[config.mk]
export PLATFORM = sky130hd
export DESIGN_NAME = nonce_dispatch_ctrl
export DESIGN_NICKNAME = d
export VERILOG_FILES = /design/src/rtl/nonce_dispatch_ctrl.sv
export SDC_FILE = /design/constraint.sdc
export NUM_CORES = 1
export LEC_CHECK = 0
export CAP_MARGIN = 30
export CORE_MARGIN = 2
export CORE_UTILIZATION = 50
export DETAILED_ROUTE_END_ITERATION = 6
export GPL_TIMING_DRIVEN = 1
export PLACE_DENSITY = 0.76
export SLEW_MARGIN = 20
export SYNTH_ARGS = -nofsm -noshare
export SYNTH_HDL_FRONTEND = slang
export SYNTH_SLANG_ARGS = --single-unit
[constraint.sdc]
create_clock -name clk -period 10.4 [get_ports clk]
set_clock_uncertainty 0.15 [all_clocks]
set_input_delay 2.08 -clock clk [delete_from_list [all_inputs] [get_ports clk]]
set_output_delay 2.08 -clock clk [all_outputs]
set_load 0.1 [all_outputs]
[src/rtl/nonce_dispatch_ctrl.sv]
// rtl/nonce_dispatch_ctrl.sv - nonce search job sequencer for the hash validator pipeline
//
// Accepts one job at a time: a compact difficulty and an inclusive nonce range.
// It issues one nonce per cycle into the hash pipeline, tracks the results that
// come back, and reports the winning nonce, range exhaustion or abort completion.
//
// Optional feature macro: MULTI_HIT_EN
//   defined   : issue continues after a hit; every hit pulses found_o; adds hit_count_o
//   undefined : the first hit stops issue; later hits are ignored
//
// Ports
//   clk, rst             clock (rising edge), asynchronous active-high reset
//   job_valid_i          job offer, taken when job_ready_o is high
//   job_ready_o          high only while idle
//   job_difficulty_i     compact target {exp[31:24], mantissa[23:0]}
//   job_nonce_start_i    first nonce (inclusive)
//   job_nonce_end_i      last nonce (inclusive); end < start means start only
//   abort_i              stop the current job and discard in-flight results
//   pipe_valid_o         nonce beat into the pipeline
//   pipe_newblock_o      marks the first beat of a job
//   pipe_nonce_o         nonce of this beat
//   pipe_difficulty_o    difficulty held for the whole job
//   res_valid_i          result beat from the validator
//   res_newblock_i       result belongs to a first beat
//   res_success_i        result met the target
//   found_o              one-cycle pulse per accepted hit
//   found_nonce_o        nonce of the latest hit, cleared on job accept
//   done_o               one-cycle pulse once the job has fully drained
//   exhausted_o          range finished without a hit, held until next accept
//   hit_count_o          (MULTI_HIT_EN only) saturating hit count for the job

module nonce_dispatch_ctrl #(
    parameter int PIPE_DEPTH = 64,
    parameter int NONCE_W    = 32
) (
    input  logic               clk,
    input  logic               rst,
    input  logic               job_valid_i,
    output logic               job_ready_o,
    input  logic [31:0]        job_difficulty_i,
    input  logic [NONCE_W-1:0] job_nonce_start_i,
    input  logic [NONCE_W-1:0] job_nonce_end_i,
    input  logic               abort_i,
    output logic               pipe_valid_o,
    output logic               pipe_newblock_o,
    output logic [NONCE_W-1:0] pipe_nonce_o,
    output logic [31:0]        pipe_difficulty_o,
    input  logic               res_valid_i,
    input  logic               res_newblock_i,
    input  logic               res_success_i,
    output logic               found_o,
    output logic [NONCE_W-1:0] found_nonce_o,
    output logic               done_o,
    output logic               exhausted_o
`ifdef MULTI_HIT_EN
    ,
    output logic [15:0]        hit_count_o
`endif
);

    localparam int CW = $clog2(PIPE_DEPTH + 2) + 1;

    typedef enum logic [1:0] {
        S_IDLE,
        S_RUN,
        S_DRAIN
    } state_t;

    state_t             state;
    logic [NONCE_W-1:0] nonce_q;       // next nonce to issue
    logic [NONCE_W-1:0] last_q;        // last nonce of the range
    logic [NONCE_W-1:0] start_q;
    logic [NONCE_W-1:0] ret_next_q;    // nonce expected on the next returning result
    logic [31:0]        diff_q;
    logic [CW-1:0]      out_cnt;
    logic               first_q;       // next beat is the newblock beat
    logic               armed_q;       // newblock beat of this job has been issued
    logic               in_epoch_q;    // newblock result of this job has returned
    logic               hit_seen_q;
    logic               aborted_q;
    logic               last_issued_q;

    logic               issue;
    logic               last_beat;
    logic               epoch_start;
    logic               res_counted;
    logic [NONCE_W-1:0] ret_nonce;
    logic               suppress;
    logic               hit;
    logic               stop_on_hit;
    logic [CW-1:0]      out_next;

    // Abort blocks the beat of the very cycle it arrives in, so issue is
    // gated combinationally rather than taken from a register.
    assign issue             = (state == S_RUN) && !abort_i;
    assign last_beat         = issue && (nonce_q == last_q);
    assign job_ready_o       = (state == S_IDLE);
    assign pipe_valid_o      = issue;
    assign pipe_newblock_o   = issue && first_q;
    assign pipe_nonce_o      = nonce_q;
    assign pipe_difficulty_o = diff_q;

    // A job's results start at its own newblock result. Anything earlier is a
    // leftover of a reset-interrupted job: its beats were never counted here,
    // so it neither reports hits nor touches the outstanding counter.
    assign epoch_start = res_valid_i && res_newblock_i && armed_q && !in_epoch_q;
    assign res_counted = res_valid_i && (in_epoch_q || epoch_start);
    assign ret_nonce   = epoch_start ? start_q : ret_next_q;

    assign suppress = aborted_q || (abort_i && (state != S_IDLE));

`ifdef MULTI_HIT_EN
    assign stop_on_hit = 1'b0;
    assign hit = res_counted && res_success_i && !suppress && (state != S_IDLE);
`else
    assign stop_on_hit = hit;
    assign hit = res_counted && res_success_i && !suppress && !hit_seen_q
                 && (state != S_IDLE);
`endif

    assign out_next = out_cnt + CW'(issue) - CW'(res_counted);

    always_ff @(posedge clk or posedge rst) begin
        if (rst) begin
            state         <= S_IDLE;
            nonce_q       <= '0;
            last_q        <= '0;
            start_q       <= '0;
            ret_next_q    <= '0;
            diff_q        <= '0;
            out_cnt       <= '0;
            first_q       <= 1'b0;
            armed_q       <= 1'b0;
            in_epoch_q    <= 1'b0;
            hit_seen_q    <= 1'b0;
            aborted_q     <= 1'b0;
            last_issued_q <= 1'b0;
            found_o       <= 1'b0;
            found_nonce_o <= '0;
            done_o        <= 1'b0;
            exhausted_o   <= 1'b0;
`ifdef MULTI_HIT_EN
            hit_count_o   <= '0;
`endif
        end else begin
            found_o <= 1'b0;
            done_o  <= 1'b0;
            out_cnt <= out_next;

            if (res_counted) begin
                ret_next_q <= ret_nonce + 1'b1;
            end
            if (epoch_start) begin
                in_epoch_q <= 1'b1;
            end

            // The increment past the last nonce may wrap, but it is never issued.
            if (issue) begin
                nonce_q <= nonce_q + 1'b1;
                first_q <= 1'b0;
                if (first_q) begin
                    armed_q <= 1'b1;
                end
            end
            if (last_beat) begin
                last_issued_q <= 1'b1;
            end

            if (hit) begin
                found_o       <= 1'b1;
                found_nonce_o <= ret_nonce;
                hit_seen_q    <= 1'b1;
`ifdef MULTI_HIT_EN
                if (hit_count_o != 16'hFFFF) begin
                    hit_count_o <= hit_count_o + 16'd1;
                end
`endif
            end

            case (state)
                S_IDLE: begin
                    if (job_valid_i) begin
                        state         <= S_RUN;
                        diff_q        <= job_difficulty_i;
                        start_q       <= job_nonce_start_i;
                        nonce_q       <= job_nonce_start_i;
                        last_q        <= (job_nonce_end_i < job_nonce_start_i) ?
                                         job_nonce_start_i : job_nonce_end_i;
                        first_q       <= 1'b1;
                        armed_q       <= 1'b0;
                        in_epoch_q    <= 1'b0;
                        hit_seen_q    <= 1'b0;
                        aborted_q     <= 1'b0;
                        last_issued_q <= 1'b0;
                        found_nonce_o <= '0;
                        exhausted_o   <= 1'b0;
`ifdef MULTI_HIT_EN
                        hit_count_o   <= '0;
`endif
                    end
                end
                S_RUN: begin
                    if (abort_i) begin
                        aborted_q <= 1'b1;
                    end
                    if (abort_i || last_beat || stop_on_hit) begin
                        state <= S_DRAIN;
                    end
                end
                S_DRAIN: begin
                    if (abort_i) begin
                        aborted_q <= 1'b1;
                    end
                    if (out_next == '0) begin
                        state       <= S_IDLE;
                        done_o      <= 1'b1;
                        exhausted_o <= last_issued_q && !(hit_seen_q || hit)
                                       && !(aborted_q || abort_i);
                        armed_q     <= 1'b0;
                        in_epoch_q  <= 1'b0;
                    end
                end
                default: state <= S_IDLE;
            endcase
        end
    end

`ifndef SYNTHESIS
    // A counted result with nothing outstanding and no beat this cycle.
    a_no_underflow: assert property (@(posedge clk) disable iff (rst)
        !(res_counted && (out_cnt == '0) && !issue));
`endif

endmodule
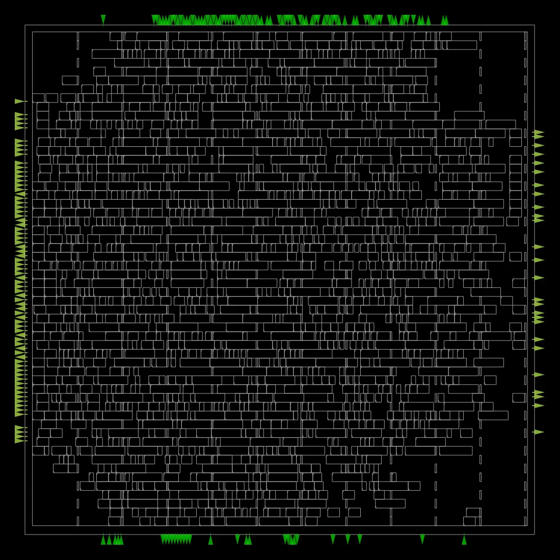
(run_1/placed.png)
Non-Filler Instances: 1837
Fill cells: 1960
flop share of the area: 0.355

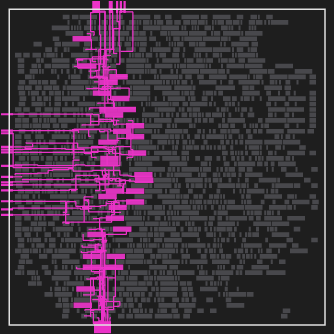
(run_1/port_trees.png)
Scale: 2 px per um.
[magenta] pipe_nonce_o | bits: 32 | direction: output | edge: 14 left, 9 bottom, 9 top | end cells: 32 | buffers: 33 | wire: 2460 um
Port Buffers: 204
number of top-level pins: 205

==> reports/results.tsv, run 1 <==
stage	metric	value	unit
yosys	top_cells_by_count	nand2_1 (269), dfrtp_1 (211), nor2_1 (117)	
grt	grt_max_degree	129	
route	wl_met3	2.14	mm
yosys	netlist_area	11700	um2
clocking	clkLatencyLatePin	0.50	ns
finish	multi_input_comb_cells	991	
critical_path	end_kind	output pin	
clocking	cts_resized	0	
outcome	status	finished clean	
finish	comb_share	0.402	
power_and_ir_drop	p_leak	6.55	nW
floorplan	fp.dieH	157	um
yosys	synth_top_area_share	0.450	
critical_path	r2r_cells	15	
critical_path	critical_path_class	in -> out	
worst_hold_path	min_path_cells	2	
yosys	edf_count	0	
power_and_ir_drop	p_comb_frac	0.530	
grt	grt_pass1_wl	50.1	mm
floorplan	rows	56	
grt	grt_overflow	0	
finish	flop_area	5280	um2
power_and_ir_drop	peakVddDrop	161	uV
critical_path	critPathMaxFanout	10	
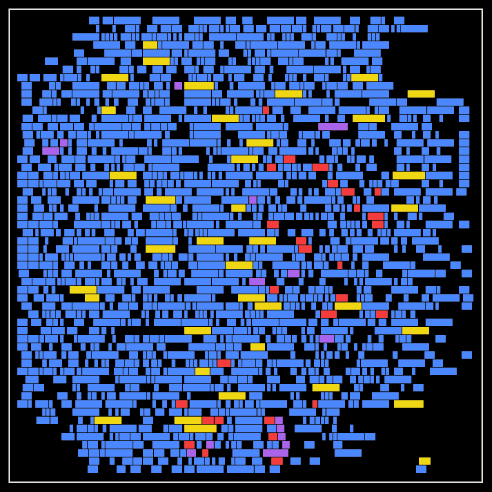
(run_1/sizing.png)
Scale: 3 px per um.
[yellow] x6 and larger | cells: 37 | share: 2.4% | most used: clkbuf_16
[blue] x1 and smaller | cells: 1438 | share: 95% | most used: nand2_1
[red] x2 | cells: 28 | share: 1.8% | most used: mux2_2
[purple] x3 and x4 | cells: 15 | share: 0.99% | most used: buf_4
post-route cell area: 14900 um2
area delta synth->final: 26.9%
Non-clock buffers: 216

==> run 1 -> run 2 <==
==> constraint.sdc (replaced) <==
create_clock -name clk -period 7.05 [get_ports clk]
set_clock_uncertainty 0.15 [all_clocks]
set_input_delay 1.41 -clock clk [delete_from_list [all_inputs] [get_ports clk]]
set_output_delay 1.41 -clock clk [all_outputs]
set_load 0.1 [all_outputs]
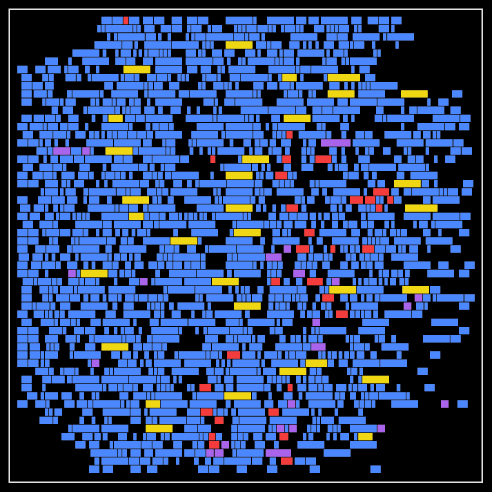
(run_2/sizing.png)
Scale: 3 px per um.
[blue] x1 and smaller | cells: 1436 | share: 94% | most used: nand2_1
[red] x2 | cells: 30 | share: 2.0% | most used: mux2_2
[yellow] x6 and larger | cells: 31 | share: 2.0% | most used: clkbuf_16
[purple] x3 and x4 | cells: 23 | share: 1.5% | most used: buf_4
Non-clock buffers: 219
area delta synth->final: 26.2%
final worst slack: 2.10 ns
post-route cell area: 14800 um2

==> reports/results.tsv, run 2 <==
stage	metric	value	unit	change
outcome	status	finished clean		unchanged
grt	grt_pass1_wl	50.0	mm	was 50.1 mm
finish	comb_share	0.404		was 0.402
yosys	synth_top_area_share	0.450		unchanged
critical_path	critPathMaxFanout	9		was 10
finish	flop_area	5280	um2	unchanged
power_and_ir_drop	p_leak	6.52	nW	was 6.55 nW
yosys	yosys.area_share.simple	0.203		unchanged
power_and_ir_drop	switching_share	0.527		was 0.524
yosys	edf_count	0		unchanged
critical_path	end_kind	output pin		unchanged
yosys	top_cell	nand2_1		unchanged
floorplan	fp.dieH	157	um	unchanged
route	wl_met3	2.01	mm	was 2.14 mm
critical_path	r2r_cells	15		unchanged
grt	grt_overflow	0		unchanged
grt	grt_max_degree	99		was 129
power_and_ir_drop	p_comb_frac	0.532		was 0.530
yosys	top_logic_kind	simple AND/OR/NAND/NOR gates		unchanged
power_and_ir_drop	peakVddDrop	299	uV	was 161 uV
route	drcViolationCount	0		unchanged
finish	antennaDiodeCount	0		unchanged
critical_path	critical_path_class	in -> out		unchanged
grt	use_met2	0.377		was 0.378
clocking	cts_resized	0		unchanged
timing	worstMarginPinSlew	1.05	ns	about the same
clocking	clkLatencyLatePin	0.50	ns	about the same
floorplan	io_pins	205		unchanged
finish	sh_seq_area	0.357		was 0.355
floorplan	rows	56		unchanged
finish	multi_input_comb_cells	991		unchanged
finish	seq_cell_count	211		unchanged
grt	met3_usage	0.0328		was 0.0366
worst_hold_path	min_path_cells	2		unchanged
finish	clock_buffers	32		was 35
place	dp_hpwl	22.3	mm	was 22.0 mm
yosys	top_cells_by_count	nand2_1 (269), dfrtp_1 (211), nor2_1 (117)		unchanged
route	routed-wl-met2	13.6	mm	was 14.0 mm
place	numPortBuffers	204		unchanged
yosys	yosys_cells	1327		unchanged
finish	nets	1655		was 1651
grt	antenna_found_initial	0		unchanged
worst_hold_path	hold_end	pipe_difficulty_o[16]		unchanged
finish	instances_no_fill	1839		was 1837
yosys	netlist_area	11700	um2	unchanged
==> run 2 -> run 3 <==
--- a/config.mk
+++ b/config.mk
@@ -7,10 +7,10 @@
 export LEC_CHECK = 0
 export CAP_MARGIN = 30
 export CORE_MARGIN = 2
-export CORE_UTILIZATION = 50
+export CORE_UTILIZATION = 49
 export DETAILED_ROUTE_END_ITERATION = 6
 export GPL_TIMING_DRIVEN = 1
-export PLACE_DENSITY = 0.76
+export PLACE_DENSITY = 0.78
 export SLEW_MARGIN = 20
 export SYNTH_ARGS = -nofsm -noshare
 export SYNTH_HDL_FRONTEND = slang
==> constraint.sdc (replaced) <==
create_clock -name clk -period 4.35 [get_ports clk]
set_clock_uncertainty 0.15 [all_clocks]
set_input_delay 0.87 -clock clk [delete_from_list [all_inputs] [get_ports clk]]
set_output_delay 0.87 -clock clk [all_outputs]
set_load 0.1 [all_outputs]
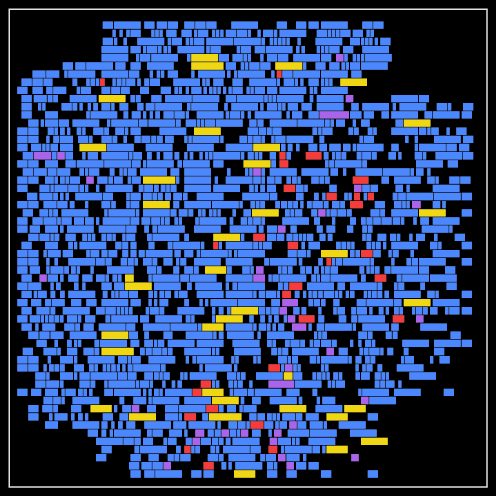
(run_3/sizing.png)
Scale: 3 px per um.
[yellow] x6 and larger | cells: 37 | share: 2.4% | most used: clkbuf_16
[red] x2 | cells: 30 | share: 2.0% | most used: mux2_2
[blue] x1 and smaller | cells: 1431 | share: 93% | most used: nand2_1
[purple] x3 and x4 | cells: 35 | share: 2.3% | most used: buf_4

==> reports/results.tsv, run 3 <==
stage	metric	value	unit	change
grt	met3_usage	0.0392		was 0.0328
yosys	top_cells_by_count	nand2_1 (269), dfrtp_1 (211), nor2_1 (117)		unchanged
place	numPortBuffers	204		unchanged
yosys	top_cell	nand2_1		unchanged
route	drcViolationCount	0		unchanged
finish	clock_buffers	24		was 32
route	wl_met3	2.34	mm	was 2.01 mm
yosys	yosys_cells	1327		unchanged
clocking	cts_resized	0		unchanged
yosys	syn_inst	1327		unchanged
finish	antennaDiodeCount	0		unchanged
place	dp_hpwl	22.8	mm	was 22.3 mm
floorplan	io_pins	205		unchanged
power_and_ir_drop	switching_share	0.526		was 0.527
power_and_ir_drop	peakVddDrop	426	uV	was 299 uV
finish	sh_seq_area	0.352		was 0.357
clocking	clkLatencyLatePin	0.51	ns	was 0.50 ns
critical_path	r2r_cells	14		was 15
worst_hold_path	min_path_cells	2		unchanged
power_and_ir_drop	p_comb_frac	0.530		was 0.532
critical_path	critical_path_class	in -> reg		was in -> out
finish	instances_no_fill	1852		was 1839
grt	antenna_found_initial	0		unchanged
grt	grt_pass1_wl	51.8	mm	was 50.0 mm
yosys	edf_count	0		unchanged
route	routed-wl-met2	13.9	mm	was 13.6 mm
finish	comb_share	0.398		was 0.404
timing	layout_setup_ws	0.263	ns	was 2.10 ns
yosys	netlist_area	11700	um2	unchanged
yosys	yosys.area_share.simple	0.203		unchanged
yosys	synth_top_area_share	0.450		unchanged
floorplan	fp.dieH	159	um	was 157 um
finish	nets	1666		was 1655
critical_path	end_kind	flip-flop		was output pin
finish	fin_area	15000	um2	was 14800 um2
finish	multi_input_comb_cells	991		unchanged
finish	nFillCells	1858		was 1944
finish	flop_area	5280	um2	unchanged
finish	nNonClkBuffers	230		was 219
floorplan	rows	56		unchanged
timing	min_period	4.09	ns	
yosys	top_logic_kind	simple AND/OR/NAND/NOR gates		unchanged
critical_path	critPathMaxFanout	2		was 9
route	avgRoutedWirePerCell	17.0	um	was 16.7 um
outcome	status	finished clean		unchanged
finish	area_growth	28.0	%	was 26.2%
critical_path	crit_required	4.60	ns	was 5.49 ns
power_and_ir_drop	p_leak	6.60	nW	was 6.52 nW
No activity file was given, so power comes from the tool's default toggle rates.
